Figure 1. Clock network drawn from the DEF (run 1).
Scale: 6 px per micron.
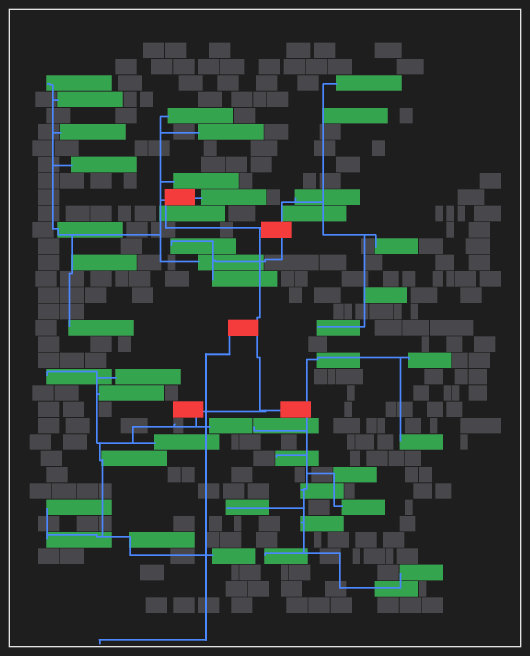
Figure 2. Met2 routing (run 1).
Scale: 4 px per micron. Cells faint in the background.
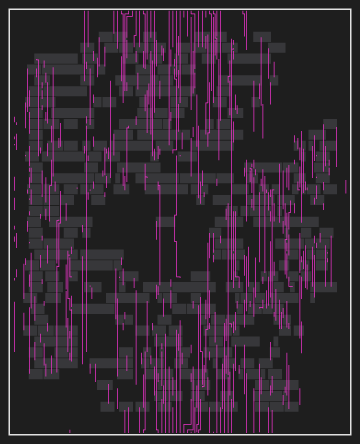
Figure 3. Ports around the boundary (run 1).
Scale: 2 px per micron. Pins as bars across the die edge, other pins in gray.
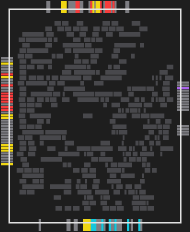
Figure 4. Clock nets (run 1).
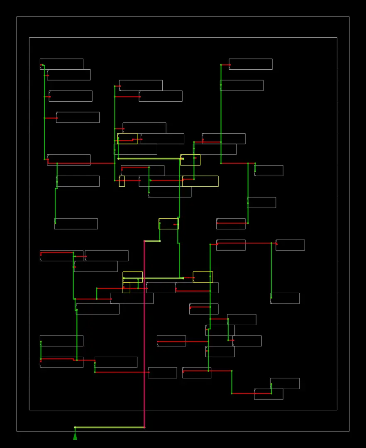
`config.mk`:
```
export PLATFORM = sky130hd
export DESIGN_NAME = ddr3_user_port_arbiter
export DESIGN_NICKNAME = d
export VERILOG_FILES = /design/src/rtl/ddr3_ctrl_pkg.sv /design/src/rtl/rr_priority_picker.sv /design/src/rtl/ddr3_user_port_arbiter.sv
export SDC_FILE = /design/constraint.sdc
export NUM_CORES = 1
export LEC_CHECK = 0
export CELL_PAD_IN_SITES_DETAIL_PLACEMENT = 0
export CELL_PAD_IN_SITES_GLOBAL_PLACEMENT = 1
export CORE_AREA = 3 3 82 103
export DETAILED_ROUTE_END_ITERATION = 8
export DIE_AREA = 0 0 85 106
export MAX_ROUTING_LAYER = met4
export PLACE_DENSITY = 0.77
export SLEW_MARGIN = 20
export SYNTH_ARGS = -nofsm -noshare
export SYNTH_HDL_FRONTEND = slang
export SYNTH_SLANG_ARGS = --single-unit
```
`constraint.sdc`:
```
create_clock -name clk -period 2.42 [get_ports clk]
set_input_delay 0.484 -clock clk [delete_from_list [all_inputs] [get_ports clk]]
set_output_delay 0.484 -clock clk [all_outputs]
set_load 0.02 [all_outputs]
```
`src/rtl/ddr3_ctrl_pkg.sv`:
```
// Constants and types shared by the DDR3 memory controller and the
// logic around its single user port.
package ddr3_ctrl_pkg;

  // Default user-side widths: 3 bank bits plus 15 row/column bits, 8-bit data.
  localparam int DEFAULT_ADDRESS_BITWIDTH = 18;
  localparam int DEFAULT_DQ_BITWIDTH      = 8;
  localparam int DEFAULT_STATE_BITWIDTH   = 5;

  // Controller main_state values in which a user write / read is taken.
  localparam int CTRL_STATE_WRITE_DATA = 8;
  localparam int CTRL_STATE_READ_DATA  = 11;

  // User-port arbiter states.
  typedef enum logic [1:0] {
    ARB_IDLE    = 2'd0,
    ARB_ISSUE   = 2'd1,
    ARB_WAIT_RD = 2'd2
  } arb_state_e;

endpackage

```
`src/rtl/rr_priority_picker.sv`:
```
// Combinational round-robin picker: grants the first valid requester found
// scanning upward from the one after rr_ptr_i, wrapping modulo NUM_REQ.
module rr_priority_picker #(
  parameter int NUM_REQ = 2,
  parameter int IDX_W   = $clog2(NUM_REQ)
) (
  input  logic [NUM_REQ-1:0] req_valid_i,
  input  logic [IDX_W-1:0]   rr_ptr_i,
  output logic [NUM_REQ-1:0] grant_o,
  output logic [IDX_W-1:0]   grant_idx_o,
  output logic               grant_any_o
);

  // First-hit scan from rr_ptr_i+1; later hits are ignored once one is found.
  always_comb begin
    grant_o     = '0;
    grant_idx_o = '0;
    grant_any_o = 1'b0;
    for (int off = 1; off <= NUM_REQ; off++) begin
      logic [IDX_W-1:0] cand;
      cand = IDX_W'((int'(rr_ptr_i) + off) % NUM_REQ);
      if (!grant_any_o && req_valid_i[cand]) begin
        grant_any_o   = 1'b1;
        grant_o[cand] = 1'b1;
        grant_idx_o   = cand;
      end
    end
  end

endmodule

```
`src/rtl/ddr3_user_port_arbiter.sv`:
```
// Shares the controller's single user port among NUM_REQ requesters.
// Round-robin grant, one transaction in flight, enables held until the
// controller's main_state shows it took the access, read data returned to
// the owning requester READ_LATENCY+1 cycles after the read was accepted.
module ddr3_user_port_arbiter
  import ddr3_ctrl_pkg::*;
#(
  parameter int NUM_REQ          = 2,
  parameter int ADDRESS_BITWIDTH = DEFAULT_ADDRESS_BITWIDTH,
  parameter int DQ_BITWIDTH      = DEFAULT_DQ_BITWIDTH,
  parameter int STATE_BITWIDTH   = DEFAULT_STATE_BITWIDTH,
  parameter int STATE_WRITE_DATA = CTRL_STATE_WRITE_DATA,
  parameter int STATE_READ_DATA  = CTRL_STATE_READ_DATA,
  parameter int READ_LATENCY     = 4
) (
  input  logic                                clk,
  input  logic                                reset,
  input  logic [NUM_REQ-1:0]                  req_valid,
  input  logic [NUM_REQ-1:0]                  req_write,
  input  logic [NUM_REQ*ADDRESS_BITWIDTH-1:0] req_address,
  input  logic [NUM_REQ*DQ_BITWIDTH-1:0]      req_wdata,
  output logic [NUM_REQ-1:0]                  req_ready,
  output logic [NUM_REQ-1:0]                  rsp_valid,
  output logic [DQ_BITWIDTH-1:0]              rsp_data,
  output logic                                busy,
  output logic                                write_enable,
  output logic                                read_enable,
  output logic [ADDRESS_BITWIDTH-1:0]         i_user_data_address,
  output logic [DQ_BITWIDTH-1:0]              data_to_ram,
  input  logic [DQ_BITWIDTH-1:0]              data_from_ram,
  input  logic [STATE_BITWIDTH-1:0]           main_state
);

  localparam int IDX_W = $clog2(NUM_REQ);
  localparam int CNT_W = 4;

  localparam logic [STATE_BITWIDTH-1:0] WR_ACCEPT = STATE_BITWIDTH'(STATE_WRITE_DATA);
  localparam logic [STATE_BITWIDTH-1:0] RD_ACCEPT = STATE_BITWIDTH'(STATE_READ_DATA);
  localparam logic [CNT_W-1:0]          LAT_LOAD  = CNT_W'(READ_LATENCY);
  localparam logic [IDX_W-1:0]          PTR_RESET = IDX_W'(NUM_REQ - 1);

  arb_state_e                  state_q, state_d;
  logic [IDX_W-1:0]            rr_ptr_q, rr_ptr_d;
  logic [CNT_W-1:0]            cnt_q, cnt_d;
  logic [NUM_REQ-1:0]          rsp_valid_q, rsp_valid_d;
  logic [DQ_BITWIDTH-1:0]      rsp_data_q, rsp_data_d;

  // Captured transaction; only meaningful while busy, so not reset.
  logic [IDX_W-1:0]            owner_q, owner_d;
  logic                        wr_q, wr_d;
  logic [ADDRESS_BITWIDTH-1:0] addr_q, addr_d;
  logic [DQ_BITWIDTH-1:0]      wdata_q, wdata_d;

  logic [NUM_REQ-1:0]          pick_gnt;
  logic [IDX_W-1:0]            pick_idx;
  logic                        pick_any;

  rr_priority_picker #(
    .NUM_REQ (NUM_REQ),
    .IDX_W   (IDX_W)
  ) u_picker (
    .req_valid_i (req_valid),
    .rr_ptr_i    (rr_ptr_q),
    .grant_o     (pick_gnt),
    .grant_idx_o (pick_idx),
    .grant_any_o (pick_any)
  );

  assign rsp_valid = rsp_valid_q;
  assign rsp_data  = rsp_data_q;

  // Next-state and port outputs; all outputs idle unless the state drives them.
  always_comb begin
    state_d             = state_q;
    rr_ptr_d            = rr_ptr_q;
    cnt_d               = cnt_q;
    rsp_valid_d         = '0;
    rsp_data_d          = rsp_data_q;
    owner_d             = owner_q;
    wr_d                = wr_q;
    addr_d              = addr_q;
    wdata_d             = wdata_q;
    req_ready           = '0;
    busy                = 1'b0;
    write_enable        = 1'b0;
    read_enable         = 1'b0;
    i_user_data_address = '0;
    data_to_ram         = '0;

    case (state_q)
      ARB_IDLE: begin
        // A grant shown during reset would never be captured, so hide it.
        if (pick_any && !reset) begin
          req_ready = pick_gnt;
          owner_d   = pick_idx;
          wr_d      = req_write[pick_idx];
          addr_d    = req_address[pick_idx*ADDRESS_BITWIDTH +: ADDRESS_BITWIDTH];
          wdata_d   = req_wdata[pick_idx*DQ_BITWIDTH +: DQ_BITWIDTH];
          rr_ptr_d  = pick_idx;
          state_d   = ARB_ISSUE;
        end
      end

      ARB_ISSUE: begin
        busy                = 1'b1;
        write_enable        = wr_q;
        read_enable         = !wr_q;
        i_user_data_address = addr_q;
        data_to_ram         = wr_q ? wdata_q : '0;
        if (wr_q && main_state == WR_ACCEPT) begin
          state_d = ARB_IDLE;
        end else if (!wr_q && main_state == RD_ACCEPT) begin
          cnt_d   = LAT_LOAD;
          state_d = ARB_WAIT_RD;
        end
      end

      ARB_WAIT_RD: begin
        busy  = 1'b1;
        cnt_d = cnt_q - 1'b1;
        if (cnt_q <= CNT_W'(1)) begin
          rsp_valid_d[owner_q] = 1'b1;
          rsp_data_d           = data_from_ram;
          cnt_d                = '0;
          state_d              = ARB_IDLE;
        end
      end

      default: state_d = ARB_IDLE;
    endcase
  end

  // Control state and response registers; reset drops any transaction in flight.
  always_ff @(posedge clk) begin
    if (reset) begin
      state_q     <= ARB_IDLE;
      rr_ptr_q    <= PTR_RESET;
      cnt_q       <= '0;
      rsp_valid_q <= '0;
      rsp_data_q  <= '0;
    end else begin
      state_q     <= state_d;
      rr_ptr_q    <= rr_ptr_d;
      cnt_q       <= cnt_d;
      rsp_valid_q <= rsp_valid_d;
      rsp_data_q  <= rsp_data_d;
    end
  end

  // Captured request payload.
  always_ff @(posedge clk) begin
    owner_q <= owner_d;
    wr_q    <= wr_d;
    addr_q  <= addr_d;
    wdata_q <= wdata_d;
  end

endmodule

```
==> results.cfg, run 1 <==
; yosys + openroad results
[floorplanning]
top_level_ports = 112
num_rows = 35
taps = 92

[cells_and_area]
buffers = 120
syn2layout_area_growth_pct = 64.9
largest_reg_flops = 18
regMostFlops = addr_q
largest_class = buffers
drive_gt1_share_pct = 16.8

[placement]
gp_congestion = 0.715
post-place-ws_ps = -157

[routing]
ant_nets = 0
wl_met3_microns = 363
drc_errors = 0
routedWlPerCell_microns = 14.5
vias = 1746

[synth]
largest_area_cell = edfxtp_1
fa_ha_area_share_pct = 2.90
yosys_area_sq_um = 2160
ys_types = 34
muxShareOfSynthArea_pct = 18.3
ys_sh_xor_pct = 0

[setup_path]
arrival_ps = 1840
crit_fanout = 29
startpoint = state_q[1]
r2r-end = cnt_q[1]
crit_path_max_incr_delay_ps = 620
r2r_start = state_q[1]

[hold_path]
hp-class = flip-flop to flip-flop

[final_timing]
hold_viol_final = 0
holdWs_ps = 445

[global_route]
grt_pass1_wl_mm = 8.89
overflow = 0
antenna_found_initial = 0

[power_and_ir_drop]
power.total_uw = 2430
p_sw_share_pct = 30.5
irDropWorstVdd_v = 0.000413

[run_status]
outcome = finished clean

[clock_tree]
htree_levels = 2
Notes on Figure 1 above:
[blue] clock wires | length: 608 microns
[red] cells driving clock nets | count: 5
[green] flip-flops | count: 45
routed clock nets: 6
Latency at later pin: 290 ps
Layout Skew: 6.47 ps
Clock Power Share: 21.4%
Clk. pwr: 518 uW

Notes on Figure 2 above:
longest straight run: 60.2 microns
wire length on this layer: 2,990 microns
main direction: vertical
Total Wirelength: 5.64 mm
routing usage on met2: 22.4%

Notes on Figure 3 above:
[purple] `write_enable` | pins: 1 | direction: output | edge: east
[yellow] `i_user_data_address` | pins: 18 | direction: output | edge: 8 west, 6 north, 4 south
[red] `req_wdata` | pins: 16 | direction: input | edge: 8 north, 8 west
[cyan] `data_from_ram` | pins: 8 | direction: input | edge: south
DIE HEIGHT: 106 microns
die width: 85 microns

Notes on Figure 4 above:
clkbuf count: 7
cts bufs inserted: 5
Sink Count: 45
sequential cell count: 45

-- run 1: Yosys cell counts --
library cell / instances
buf_2: 2
and3_1: 9
nand3b_1: 1
a311oi_1: 1
or3b_4: 1
o41a_1: 1
a31oi_1: 1
ha_1: 5
a211o_1: 1
clkbuf_1: 8
nor2_1: 14
nand2b_1: 2
and2_1: 18
nor3_1: 3
a21oi_2: 1
or3_1: 2
o31ai_1: 1
nand2_1: 3
o211ai_1: 2
a31o_2: 1
dfxtp_1: 17
mux2_2: 28
o21ai_0: 2
a21oi_1: 2
a21boi_0: 1
mux2i_1: 8
inv_1: 10
nor4_1: 1
o21bai_1: 1
nor3b_1: 1
edfxtp_1: 28
o41ai_1: 1
or4b_2: 1
a21o_2: 1
==> run 2, diff against run 1 <==
Settings changed: SLEW_MARGIN 20 to default.
Figure 5. Ports around the boundary (run 2).
Scale: 2 px per micron. Pins as bars across the die edge, other pins in gray.
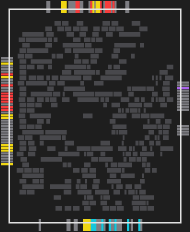
[red] `req_wdata` | pins: 16 | direction: input | edge: 8 north, 8 west
[cyan] `data_from_ram` | pins: 8 | direction: input | edge: south
[yellow] `i_user_data_address` | pins: 18 | direction: output | edge: 8 west, 6 north, 4 south
[purple] `write_enable` | pins: 1 | direction: output | edge: east
all pins by edge: 40 west, 29 north, 28 south, 15 east
I/O Buffers: 111

==> results.cfg, run 2 <==
; yosys + openroad results
[floorplanning]
fp.dieH_microns = 106
num_rows = 35
top_level_ports = 112
taps = 92
die_w_microns = 85

[cells_and_area]
seq_cells = 45
nClkBuffers = 7
regMostFlops = addr_q
comb_share_pct = 25.6
largest_reg_flops = 18
buffers = 120
finalNetCount = 372
drive_gt1_share_pct = 16.8
syn2layout_area_growth_pct = 64.9

[clock_tree]
cts_made_buffers = 5
htree_levels = 2
cts_buffer_depth = 2
cts_num_sinks = 45
clk_latency_ps = 290

[placement]
post-place-ws_ps = -157
gp_congestion = 0.715

[routing]
drc_errors = 0
totalWireLength_mm = 5.64
wl_met3_microns = 363
vias = 1746
top_layer = met4
viasPerCell = 4.49
ant_nets = 0
routedWlPerCell_microns = 14.5

[setup_path]
crit_fanout = 29
crit_path_max_incr_delay_ps = 620
arrival_ps = 1840

[synth]
muxShareOfSynthArea_pct = 18.3
synthSimpleGateAreaFrac_pct = 14.6
seq_area_frac_synth_pct = 54.7
largest_area_cell = edfxtp_1
synth_top_flop_cell = edfxtp_1
synthArstFlopShare_pct = 0
ys_sh_xor_pct = 0
fa_ha_area_share_pct = 2.90
netlist_top_cells_area = edfxtp_1 39%, dfxtp_1 16%, mux2_2 15%
ys_types = 34
ys_sh_aoi_pct = 5.91
common_cells = 28 x edfxtp_1, 28 x mux2_2, 18 x and2_1, 17 x dfxtp_1, 14 x nor2_1

[global_route]
antenna_found_initial = 0
overflow = 0
met3_usage_pct = 3.02
use_met2_pct = 22.4
grt_pass1_wl_mm = 8.89

[power_and_ir_drop]
irDropWorstVdd_v = 0.000413
power.total_uw = 2430
comb_power_share_pct = 39.5
pg_clk_uw = 518
p_seq_share_pct = 39.2
p_sw_share_pct = 30.5
clkPwrFrac_pct = 21.4

[hold_path]
hp-class = flip-flop to flip-flop

[final_timing]
skew_ps = 6.47
max_freq_mhz = 430
hold_viol_final = 0
finalCriticalPeriod_ps = 2330
holdWs_ps = 445

[run_status]
outcome = finished clean
[run 2: critical path, delay by kind of cell, from the launching register on]
| kind | cells | cell delay [ps] |
|---|---|---|
| adder cells (fa/ha/maj) | 1 | 190 |
| AND/OR/NAND/NOR | 1 | 160 |
| flip-flops | 1 | 340 |
| buffers and inverters | 3 | 870 |
[run 2: worst paths after layout]
kind / start / end / slack, ps / cells past startpoint
max: state_q[1] / data_to_ram[4] / 90 / 5
min: owner_q / rsp_valid[0] / 440 / 1
min reg2reg: owner_q / rsp_valid[0] / 440 / 1
max reg2reg: state_q[1] / cnt_q[1] / 440 / 7
[run 2: what timing repair did]
action	CTS	global route
setup endpoints to repair	2	11
resized	2	10
buffers inserted	1	1
pin swaps	1	1
Power and IR drop assume default switching activity.
